**config.mk**
```make
export PLATFORM = sky130hd
export DESIGN_NAME = score_keeper
export DESIGN_NICKNAME = d
export VERILOG_FILES = /design/src/rtl/score_pkg.sv /design/src/rtl/seg_scan.sv /design/src/rtl/score_keeper.sv
export SDC_FILE = /design/constraint.sdc
export NUM_CORES = 1
export LEC_CHECK = 0
export ABC_CLOCK_PERIOD_IN_PS = 3100
export CORE_MARGIN = 1.5
export CORE_UTILIZATION = 25
export CTS_BUF_LIST = sky130_fd_sc_hd__clkbuf_8 sky130_fd_sc_hd__clkbuf_16
export DETAILED_ROUTE_END_ITERATION = 10
export HOLD_SLACK_MARGIN = 0.12
export PLACE_DENSITY = 0.47
export RECOVER_POWER = 25
export SETUP_SLACK_MARGIN = 0.4
export SLEW_MARGIN = 20
export SYNTH_ARGS = -nofsm -noshare
export SYNTH_HDL_FRONTEND = slang
export SYNTH_SLANG_ARGS = --single-unit
```
**constraint.sdc**
```tcl
create_clock -name clk_50m -period 3.1 [get_ports clk_50m]
set_clock_uncertainty 0.1 [all_clocks]
set_input_delay 0.62 -clock clk_50m [delete_from_list [all_inputs] [get_ports clk_50m]]
set_output_delay 0.62 -clock clk_50m [all_outputs]
set_load 0.01 [all_outputs]
```
**src/rtl/score_pkg.sv**
```systemverilog
// Shared types and helpers for the floor counter: FSM state codes, 7-segment decode
// and decimal-to-BCD conversion of the win target.
package score_pkg;

  localparam int unsigned TargetDefault = 100;
  localparam logic [3:0]  BcdBlank      = 4'hF;

  typedef enum logic [2:0] {
    StIdle   = 3'd0,
    StRun    = 3'd1,
    StPaused = 3'd2,
    StOver   = 3'd3,
    StWin    = 3'd4
  } state_e;

  // Active-low {dp,g,f,e,d,c,b,a}; dp is left dark here and applied by the caller.
  function automatic logic [7:0] seg_decode(input logic [3:0] bcd);
    logic [7:0] seg;
    case (bcd)
      4'd0:    seg = 8'hC0;
      4'd1:    seg = 8'hF9;
      4'd2:    seg = 8'hA4;
      4'd3:    seg = 8'hB0;
      4'd4:    seg = 8'h99;
      4'd5:    seg = 8'h92;
      4'd6:    seg = 8'h82;
      4'd7:    seg = 8'hF8;
      4'd8:    seg = 8'h80;
      4'd9:    seg = 8'h90;
      default: seg = 8'hFF;
    endcase
    return seg;
  endfunction

  function automatic logic [11:0] to_bcd(input int unsigned val);
    logic [11:0] bcd;
    bcd[11:8] = 4'((val / 100) % 10);
    bcd[7:4]  = 4'((val / 10) % 10);
    bcd[3:0]  = 4'(val % 10);
    return bcd;
  endfunction

endpackage

```
**src/rtl/seg_scan.sv**
```systemverilog
// Multiplexed 3-digit common-anode display driver: scan timer, leading-zero blanking,
// decode and registered anode/segment outputs.
module seg_scan
  import score_pkg::*;
#(
  parameter int unsigned SCAN_DIV = 50000
) (
  input  logic       clk_50m,
  input  logic       rst,
  input  logic [3:0] bcd_hund,
  input  logic [3:0] bcd_tens,
  input  logic [3:0] bcd_ones,
  input  logic       dp_ones,
  input  logic       dp_all,
  output logic [2:0] an_n,
  output logic [7:0] seg_n
);

  localparam int unsigned CntW = (SCAN_DIV > 2) ? $clog2(SCAN_DIV) : 1;
  localparam logic [CntW-1:0] CntMax = CntW'(SCAN_DIV - 1);

  logic [CntW-1:0] scan_cnt_q, scan_cnt_d;
  logic [1:0]      digit_q, digit_nxt;
  logic [2:0]      an_n_q, an_nxt;
  logic [7:0]      seg_n_q, seg_nxt;
  logic            advance;
  logic [3:0]      digit_val;
  logic            digit_dp;
  logic            hund_blank, tens_blank;

  assign advance    = (scan_cnt_q == CntMax);
  assign scan_cnt_d = advance ? '0 : scan_cnt_q + 1'b1;
  assign digit_nxt  = (digit_q == 2'd2) ? 2'd0 : digit_q + 2'd1;
  assign hund_blank = (bcd_hund == 4'd0);
  assign tens_blank = hund_blank && (bcd_tens == 4'd0);

  // Content is decoded for the digit about to be lit, so anode and segments switch together.
  always_comb begin
    digit_val = bcd_ones;
    digit_dp  = dp_ones | dp_all;
    an_nxt    = 3'b110;
    unique case (digit_nxt)
      2'd0: begin
        digit_val = bcd_ones;
        digit_dp  = dp_ones | dp_all;
        an_nxt    = 3'b110;
      end
      2'd1: begin
        digit_val = tens_blank ? BcdBlank : bcd_tens;
        digit_dp  = dp_all;
        an_nxt    = 3'b101;
      end
      default: begin
        digit_val = hund_blank ? BcdBlank : bcd_hund;
        digit_dp  = dp_all;
        an_nxt    = 3'b011;
      end
    endcase
    seg_nxt = seg_decode(digit_val);
    if (digit_dp) seg_nxt[7] = 1'b0;
  end

  always_ff @(posedge clk_50m or posedge rst) begin
    if (rst) begin
      scan_cnt_q <= '0;
      digit_q    <= 2'd0;
      an_n_q     <= 3'b110;
      seg_n_q    <= 8'hC0;
    end else begin
      scan_cnt_q <= scan_cnt_d;
      if (advance) begin
        digit_q <= digit_nxt;
        an_n_q  <= an_nxt;
        seg_n_q <= seg_nxt;
      end
    end
  end

  assign an_n  = an_n_q;
  assign seg_n = seg_n_q;

endmodule

```
**src/rtl/score_keeper.sv**
```systemverilog
// Floor counter for the 100-floor game: synchronises the slow score clock, counts its
// rising edges in BCD under the game FSM and drives the 3-digit display.
module score_keeper
  import score_pkg::*;
#(
  parameter int unsigned TARGET   = TargetDefault,
  parameter int unsigned SCAN_DIV = 50000
) (
  input  logic       clk_50m,
  input  logic       rst,
  input  logic       clk_score,
  input  logic       start,
  input  logic       pause,
  input  logic       game_over,
  output logic [3:0] bcd_hund,
  output logic [3:0] bcd_tens,
  output logic [3:0] bcd_ones,
  output logic       score_tick,
  output logic [2:0] state_o,
  output logic       win,
  output logic [2:0] an_n,
  output logic [7:0] seg_n
);

  localparam logic [11:0] TargetBcd = to_bcd(TARGET);

  logic       s1_q, s2_q, s3_q;
  logic [1:0] fill_q;
  logic       armed_q;
  logic       score_edge;

  state_e      state_q, state_d;
  logic [11:0] count_q, count_d, count_inc;
  logic        tick_d, tick_q;
  logic        win_q;

  // After reset, edges are only armed once s2 has held a real low sample, so a score
  // clock that is already high at reset release is never counted.
  always_ff @(posedge clk_50m or posedge rst) begin
    if (rst) begin
      s1_q    <= 1'b0;
      s2_q    <= 1'b0;
      s3_q    <= 1'b0;
      fill_q  <= 2'b00;
      armed_q <= 1'b0;
    end else begin
      s1_q    <= clk_score;
      s2_q    <= s1_q;
      s3_q    <= s2_q;
      fill_q  <= {fill_q[0], 1'b1};
      armed_q <= armed_q | (fill_q[1] & ~s2_q);
    end
  end

  assign score_edge = armed_q & s2_q & ~s3_q;

  always_comb begin
    count_inc = count_q;
    if (count_q[3:0] == 4'd9) begin
      count_inc[3:0] = 4'd0;
      if (count_q[7:4] == 4'd9) begin
        count_inc[7:4]  = 4'd0;
        count_inc[11:8] = count_q[11:8] + 4'd1;
      end else begin
        count_inc[7:4] = count_q[7:4] + 4'd1;
      end
    end else begin
      count_inc[3:0] = count_q[3:0] + 4'd1;
    end
  end

  always_comb begin
    state_d = state_q;
    count_d = count_q;
    tick_d  = 1'b0;
    unique case (state_q)
      StIdle: begin
        if (!game_over && start) state_d = StRun;
      end
      StRun: begin
        if (game_over) begin
          state_d = StOver;
        end else if (pause) begin
          state_d = StPaused;
        end else if (score_edge) begin
          count_d = count_inc;
          tick_d  = 1'b1;
          if (count_inc == TargetBcd) state_d = StWin;
        end
      end
      StPaused: begin
        if (game_over)   state_d = StOver;
        else if (!pause) state_d = StRun;
      end
      StOver, StWin: begin
        if (!game_over && start) begin
          state_d = StRun;
          count_d = '0;
        end
      end
      default: begin
        state_d = StIdle;
        count_d = '0;
      end
    endcase
  end

  always_ff @(posedge clk_50m or posedge rst) begin
    if (rst) begin
      state_q <= StIdle;
      count_q <= '0;
      tick_q  <= 1'b0;
      win_q   <= 1'b0;
    end else begin
      state_q <= state_d;
      count_q <= count_d;
      tick_q  <= tick_d;
      win_q   <= (state_d == StWin);
    end
  end

  assign bcd_hund   = count_q[11:8];
  assign bcd_tens   = count_q[7:4];
  assign bcd_ones   = count_q[3:0];
  assign score_tick = tick_q;
  assign state_o    = state_q;
  assign win        = win_q;

  seg_scan #(
    .SCAN_DIV (SCAN_DIV)
  ) u_seg_scan (
    .clk_50m  (clk_50m),
    .rst      (rst),
    .bcd_hund (count_q[11:8]),
    .bcd_tens (count_q[7:4]),
    .bcd_ones (count_q[3:0]),
    .dp_ones  (state_q == StPaused),
    .dp_all   (state_q == StWin),
    .an_n     (an_n),
    .seg_n    (seg_n)
  );

endmodule
```
### Metal 1, run 1

Drawn at 4 px/µm. Supply wires on this layer in grey.
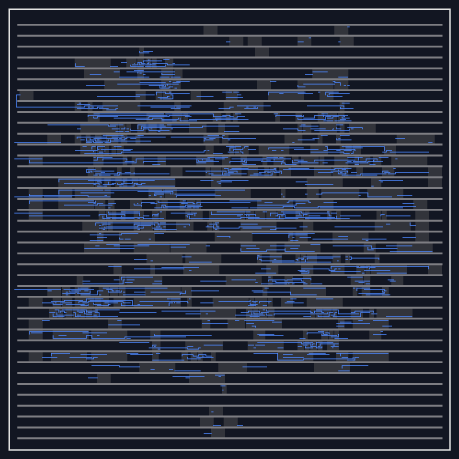
nets with wire on the layer: 307
longest straight run: 29.0 µm
wire length on this layer: 3340 µm
main direction: horizontal
share of all routed wire: 51%
Detailed Route WL: 6.57 mm
M1 GR Usage: 16.3%
via count: 2274

### Met2 routing, run 1

Drawn at 4 px/µm.
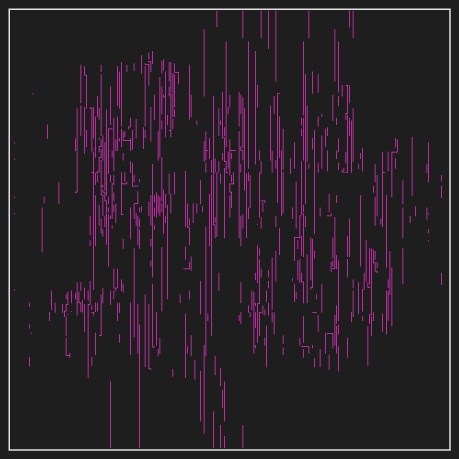
share of all routed wire: 46%
main direction: vertical
longest straight run: 40.1 µm
nets with wire on the layer: 286
met2 usage: 18.7%

==> out/qor.csv, run 1 <==
metric;value;unit
Area leader share;42.1;%
largest cell class by area;combinational gates;
top cells, area;dfrtp_1 (42%), ha_1 (4.4%), nand2_1 (4.3%);
grt total ovfl;0;
Synth Area per Inst;9.29;µm²
Clk. pwr;571;µW
Max Fclk;0.394;GHz
CTS clk-pin slew, worst paths;0.08;ns
Top reg by flops;u_seg_scan.scan_cnt_q;
Pins Over Slew Limit;0;
yosys stat cell total;307;
Core Rows;38;
wire length on met3;175;µm
highest net fanout along the worst path;7;
WL/cell;13.7;µm
EDFF count, synth;0;
CP Buf/Inv Count;2;
H-tree level count;2;
Chip Area;12100;µm²
CP arrival;2.62;ns
sequential power;697;µW
vias in the first global route;2216;
Cells after DPL;470;
NetSw;318;µW
min Tclk post-route;2.54;ns
crit path DRT;3.18;ns
Logic Gate Count;223;
Reg2Reg Setup Slack;0.56;ns
Synth Instances;307;
hold slack;0.253;ns
Ys Warns;0;
XORs/XNORs by Area;4.91;%
Pint;1020;µW
clock buffer depth;2;
post-layout util;32.1;%
Worst Slack Setup Final;0.559;ns
layout cells sized above 1;10.6;%
clkbuf count;5;
logic share of the area;40.6;%
# setup viols final;0;
hpwl dp;4.77;mm
Crit. End Element;flip-flop;
buffering overhead;11.2;%
GPL Wtd Cong;0.826;
clock tree cell share of total cell area;4.26;%
Worst setup endpoint;u_seg_scan.seg_n[3];
Async SR Flop Fraction;100;%
DP Area;3330;µm²
critical setup path kind;reg -> reg;
first-pass GRT wire length;11.1;mm
CP startpoint kind;flip-flop;
Levels on crit path;10;
register area;1310;µm²
Flop pwr share;52.0;%
R2R Path Start;count_q[8];
peak supply drop;0.000328;V
fp util;26.0;%
Worst Setup SP;count_q[8];
hold crit path type;reg -> reg;
YS chip area;2850;µm²
CP Cell Sequence;inv_2, ha_1, or3b_4, o21ai_1, o311ai_4, inv_1, ha_1, nand2_1, nand3_1, o211a_1;
Seq share, synth;45.8;%
number of cells on the worst hold path;0;
sequential cell area share;37.1;%
status;completed;
Basic Gates by Area;21.1;%
slowest library cell on the worst path;dfrtp_2;
Top cell by count, worst path;ha_1;
# DRC;0;
chip height;110;µm
TritonRoute pass-1 iters;4;
Sw Ratio;23.7;%
aoi share;18.2;%
Commonest flop;dfrtp_1;
Yosys top cell by instances;dfrtp_1;
Pwr top;registers;
Die X;110;µm
RSZ-0062 raised after global routing;yes;
CP top delay family;AND-OR/OR-AND gates;
Comb power frac;5.4;%
leakage;0.00148;µW
### Metal 3, run 1

Drawn at 4 px/µm.
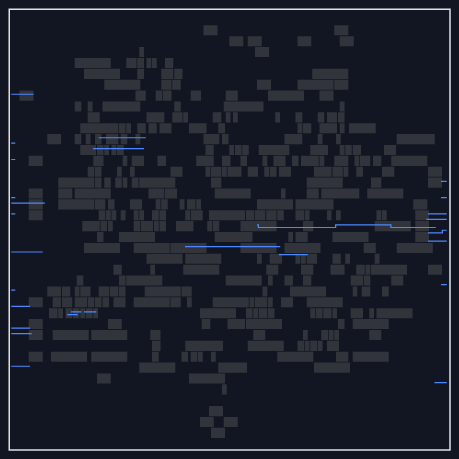
longest straight run: 23.5 µm
main direction: horizontal
wire length on this layer: 175 µm
M3 GR Usage: 2.07%

### Routing congestion map, run 1

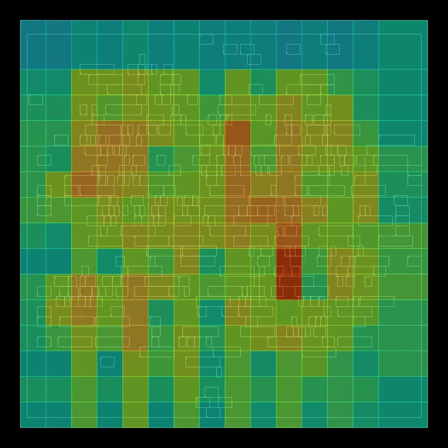

==> inputs of run 2 (changes only) <==
--- a/config.mk
+++ b/config.mk
@@ -5,7 +5,7 @@
 export SDC_FILE = /design/constraint.sdc
 export NUM_CORES = 1
 export LEC_CHECK = 0
-export ABC_CLOCK_PERIOD_IN_PS = 3100
+export ABC_CLOCK_PERIOD_IN_PS = 2500
 export CORE_MARGIN = 1.5
 export CORE_UTILIZATION = 25
 export CTS_BUF_LIST = sky130_fd_sc_hd__clkbuf_8 sky130_fd_sc_hd__clkbuf_16
==> constraint.sdc (replaced) <==
create_clock -name clk_50m -period 2.5 [get_ports clk_50m]
set_clock_uncertainty 0.1 [all_clocks]
set_input_delay 0.5 -clock clk_50m [delete_from_list [all_inputs] [get_ports clk_50m]]
set_output_delay 0.5 -clock clk_50m [all_outputs]
set_load 0.01 [all_outputs]
### Routing congestion map, run 2

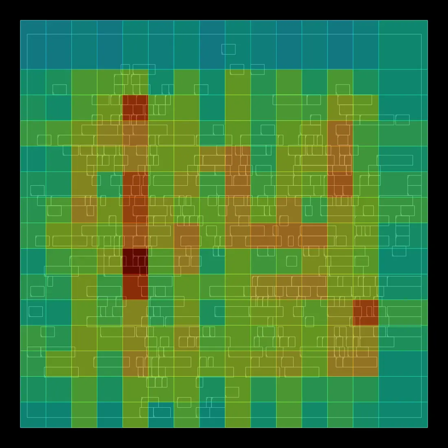
met2 usage: 19.5%
M1 GR Usage: 17.2%
post-layout util: 35.6%
GRT Resource Usage Total: 12.3%

### Metal 3, run 2

Drawn at 4 px/µm.
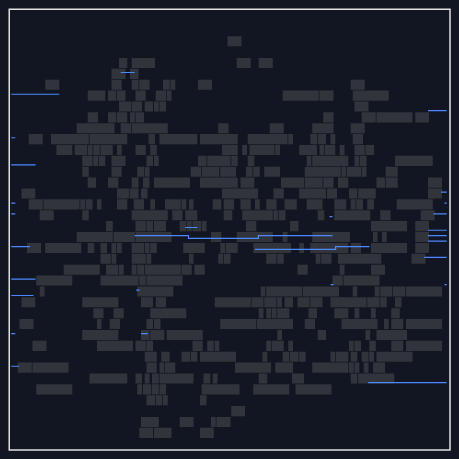
wire length on this layer: 171 µm
longest straight run: 20.0 µm
main direction: horizontal
nets with wire on the layer: 24
share of all routed wire: 2.5%
via count: 2348
M3 GR Usage: 2.37%

==> run 2 against run 1 <==
  * Final cell count is 5.6% higher
  * Clock-buffer cell count stayed put
  * Critical path depth is 2 higher
  * Sequential cell count stayed put
  * Largest power group unchanged
  * Highest routed layer unchanged
==> out/qor.csv, run 2 <==
metric;value;unit;change
Core Rows;38;;unchanged
Synth Instances;307;;unchanged
# setup viols final;0;;unchanged
min Tclk post-route;2.23;ns;was 2.54 ns
Max Fclk;0.449;GHz;was 0.394 GHz
Async SR Flop Fraction;100;%;unchanged
fp util;26.0;%;unchanged
clock buffer depth;2;;unchanged
CP Buf/Inv Count;3;;was 2
CP arrival;2.36;ns;was 2.62 ns
Logic Gate Count;223;;unchanged
number of cells on the worst hold path;0;;unchanged
GPL Wtd Cong;0.780;;was 0.826
Crit. End Element;flip-flop;;unchanged
Detailed Route WL;6.93;mm;was 6.57 mm
largest cell class by area;combinational gates;;unchanged
Sw Ratio;22.4;%;was 23.7%
hold slack;0.250;ns;was 0.253 ns
Comb power frac;5.6;%;was 5.4%
layout cells sized above 1;25.6;%;was 10.6%
Worst Setup SP;count_q[8];;unchanged
aoi share;18.2;%;unchanged
Chip Area;12100;µm²;unchanged
highest net fanout along the worst path;4;;was 7
chip height;110;µm;unchanged
Pins Over Slew Limit;0;;unchanged
Top reg by flops;u_seg_scan.scan_cnt_q;;unchanged
status;completed;;unchanged
R2R Path Start;count_q[8];;unchanged
sequential power;864;µW;was 697 µW
hpwl dp;4.92;mm;was 4.77 mm
leakage;0.00165;µW;was 0.00148 µW
clock tree cell share of total cell area;4.38;%;was 4.26%
slowest library cell on the worst path;dfrtp_2;;unchanged
CP startpoint kind;flip-flop;;unchanged
first-pass GRT wire length;11.5;mm;was 11.1 mm
Synth Area per Inst;9.29;µm²;unchanged
Cells after DPL;485;;was 470
crit path DRT;2.63;ns;was 3.18 ns
clkbuf count;5;;unchanged
H-tree level count;2;;unchanged
YS chip area;2850;µm²;unchanged
yosys stat cell total;307;;unchanged
logic share of the area;40.6;%;about the same
Pwr top;registers;;unchanged
Ys Warns;0;;unchanged
peak supply drop;0.000263;V;was 0.000328 V
Area leader share;42.1;%;unchanged
Flop pwr share;49.0;%;was 52.0%
grt total ovfl;0;;unchanged
TritonRoute pass-1 iters;4;;unchanged
CP Cell Sequence;inv_4, ha_4, or3b_4, a31o_4, nand2_4, o21ai_4, inv_2, ha_4, inv_2, o21a_1, nand3_1, o211a_1;;was inv_2, ha_1, or3b_4, o21ai_1, o311ai_4, inv_1, ha_1, nand2_1, nand3_1, o211a_1
Pint;1370;µW;was 1020 µW
NetSw;395;µW;was 318 µW
# DRC;0;;unchanged
### Metal 1, run 2

Drawn at 4 px/µm. Supply wires on this layer in grey.
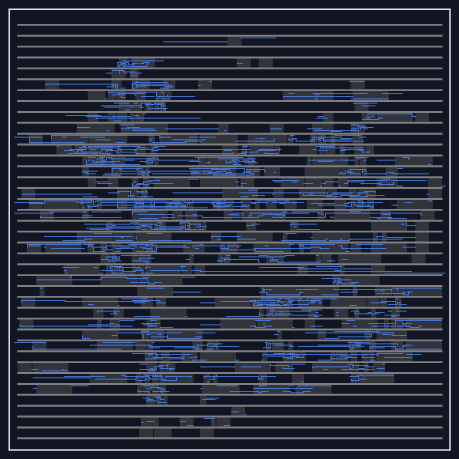

==> inputs of run 3 (changes only) <==
--- a/config.mk
+++ b/config.mk
@@ -5,7 +5,7 @@
 export SDC_FILE = /design/constraint.sdc
 export NUM_CORES = 1
 export LEC_CHECK = 0
-export ABC_CLOCK_PERIOD_IN_PS = 2500
+export ABC_CLOCK_PERIOD_IN_PS = 2850
 export CORE_MARGIN = 1.5
 export CORE_UTILIZATION = 25
 export CTS_BUF_LIST = sky130_fd_sc_hd__clkbuf_8 sky130_fd_sc_hd__clkbuf_16
==> constraint.sdc (replaced) <==
create_clock -name clk_50m -period 2.85 [get_ports clk_50m]
set_clock_uncertainty 0.1 [all_clocks]
set_input_delay 0.57 -clock clk_50m [delete_from_list [all_inputs] [get_ports clk_50m]]
set_output_delay 0.57 -clock clk_50m [all_outputs]
set_load 0.01 [all_outputs]
### Metal 1, run 3

Drawn at 4 px/µm. Supply wires on this layer in grey.
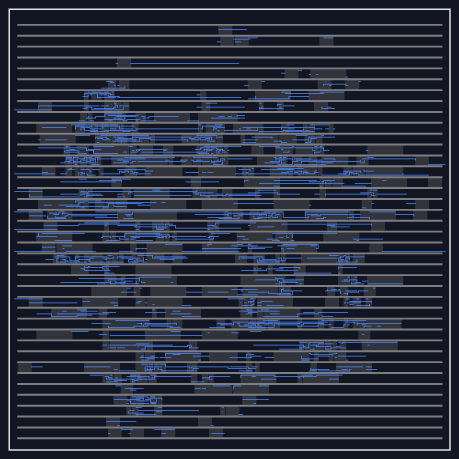
longest straight run: 30.8 µm
main direction: horizontal
share of all routed wire: 49%
nets with wire on the layer: 326
via count: 2264
Detailed Route WL: 6.51 mm
M1 GR Usage: 15.9%

==> run 3 against run 2 <==
  * Combinational power decreased by 16%
  * Via count is 3.6% lower
  * Sequential power is 12% lower
==> out/qor.csv, run 3 <==
metric;value;unit;change
status;completed;;unchanged
highest net fanout along the worst path;7;;was 4
fp util;26.0;%;unchanged
Log Warnings;32;;was 35
wire length on met3;237;µm;was 171 µm
top cells, area;dfrtp_1 (42%), ha_1 (4.4%), nand2_1 (4.3%);;unchanged
Cells after DPL;476;;was 485
Flop pwr share;50.3;%;was 49.0%
layout cells sized above 1;13.6;%;was 25.6%
Ys Warns;0;;unchanged
Seq share, synth;45.8;%;unchanged
RSZ-0062 raised after global routing;no;;was yes
Commonest flop;dfrtp_1;;unchanged
grt total ovfl;0;;unchanged
min Tclk post-route;2.31;ns;was 2.23 ns
Synth Area per Inst;9.29;µm²;unchanged
clkbuf count;5;;unchanged
crit path DRT;2.98;ns;was 2.63 ns
CP startpoint kind;flip-flop;;unchanged
slowest library cell on the worst path;dfrtp_2;;unchanged
TritonRoute pass-1 iters;4;;unchanged
buffering overhead;12.2;%;was 15.2%
Area leader share;42.1;%;unchanged
Crit. End Element;flip-flop;;unchanged
CP Cell Sequence;inv_2, ha_4, or3b_4, o21ai_2, o311ai_4, inv_1, ha_1, nand2b_1, a211oi_1, a21o_1;;was inv_4, ha_4, or3b_4, a31o_4, nand2_4, o21ai_4, inv_2, ha_4, inv_2, o21a_1, nand3_1, o211a_1
area of the mapped netlist;2850;µm²;unchanged
hpwl dp;4.80;mm;was 4.92 mm
DP Area;3390;µm²;was 3500 µm²
clock buffer depth;2;;unchanged
chip height;110;µm;unchanged
Max Fclk;0.432;GHz;was 0.449 GHz
number of cells on the worst hold path;0;;unchanged
CP top delay family;AND-OR/OR-AND gates;;unchanged
XORs/XNORs by Area;4.91;%;unchanged
# setup viols final;0;;unchanged
CTS clk-pin slew, worst paths;0.06;ns;was 0.07 ns
Pwr top;registers;;unchanged
R2R Path Start;count_q[8];;unchanged
aoi share;18.2;%;unchanged
hold slack;0.258;ns;was 0.250 ns
H-tree level count;2;;unchanged
Pint;1190;µW;was 1370 µW
hold crit path type;reg -> reg;;unchanged
critical setup path kind;reg -> reg;;unchanged
Comb power frac;5.5;%;was 5.6%
Die X;110;µm;unchanged
Clk. pwr;663;µW;was 801 µW
Logic Gate Count;223;;unchanged
Pins Over Slew Limit;0;;unchanged
Chip Area;12100;µm²;unchanged
NetSw;312;µW;was 395 µW
Yosys top cell by instances;dfrtp_1;;unchanged
logic share of the area;40.4;%;was 40.6%
vias in the first global route;2227;;was 2294
clock tree cell share of total cell area;4.54;%;was 4.38%
Basic Gates by Area;21.1;%;unchanged
Levels on crit path;10;;was 12
Sw Ratio;20.8;%;was 22.4%
yosys stat cell total;307;;unchanged
# DRC;0;;unchanged
Top reg by flops;u_seg_scan.scan_cnt_q;;unchanged
sequential cell area share;36.2;%;was 33.6%
Worst Setup SP;count_q[8];;unchanged
Worst setup endpoint;u_seg_scan.seg_n[2];;was u_seg_scan.seg_n[3]
largest cell class by area;combinational gates;;unchanged
Core Rows;38;;unchanged
IO Pins;34;;unchanged
Reg2Reg Setup Slack;0.54;ns;was 0.27 ns
WL/cell;13.4;µm;was 13.7 µm
Synth Instances;307;;unchanged
first-pass GRT wire length;11.0;mm;was 11.5 mm
peak supply drop;0.000262;V;was 0.000263 V
### Routing congestion map, run 3

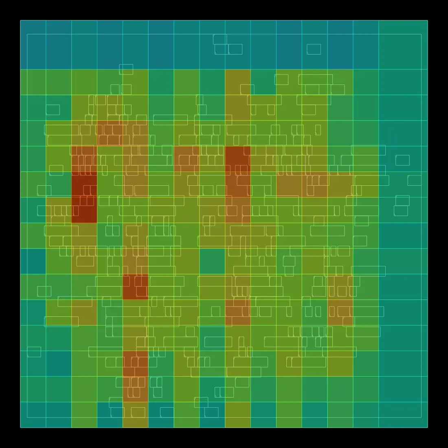
met2 usage: 18.5%
busiest grt layer: met2
M3 GR Usage: 3.08%
post-layout util: 32.9%
GRT Resource Usage Total: 11.7%


==> screenshots <==
Clock wires, drivers and flops.
Drawn at 2 px/µm.
image #1
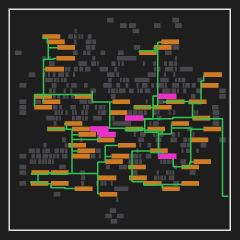
image #2
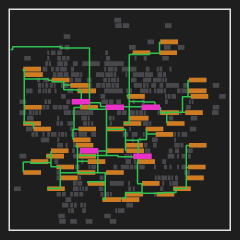
image #3
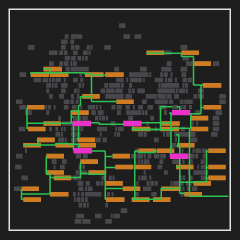
Run 1 is image #1.
Run 2 is image #3.
Run 3 is image #2.

Key to image #2:
[green] clock wires | length: 679 µm
[orange] flip-flops | count: 52
[magenta] cells driving clock nets | count: 5
routed clock nets: 6

No activity file was given, so power comes from the tool's default toggle rates.
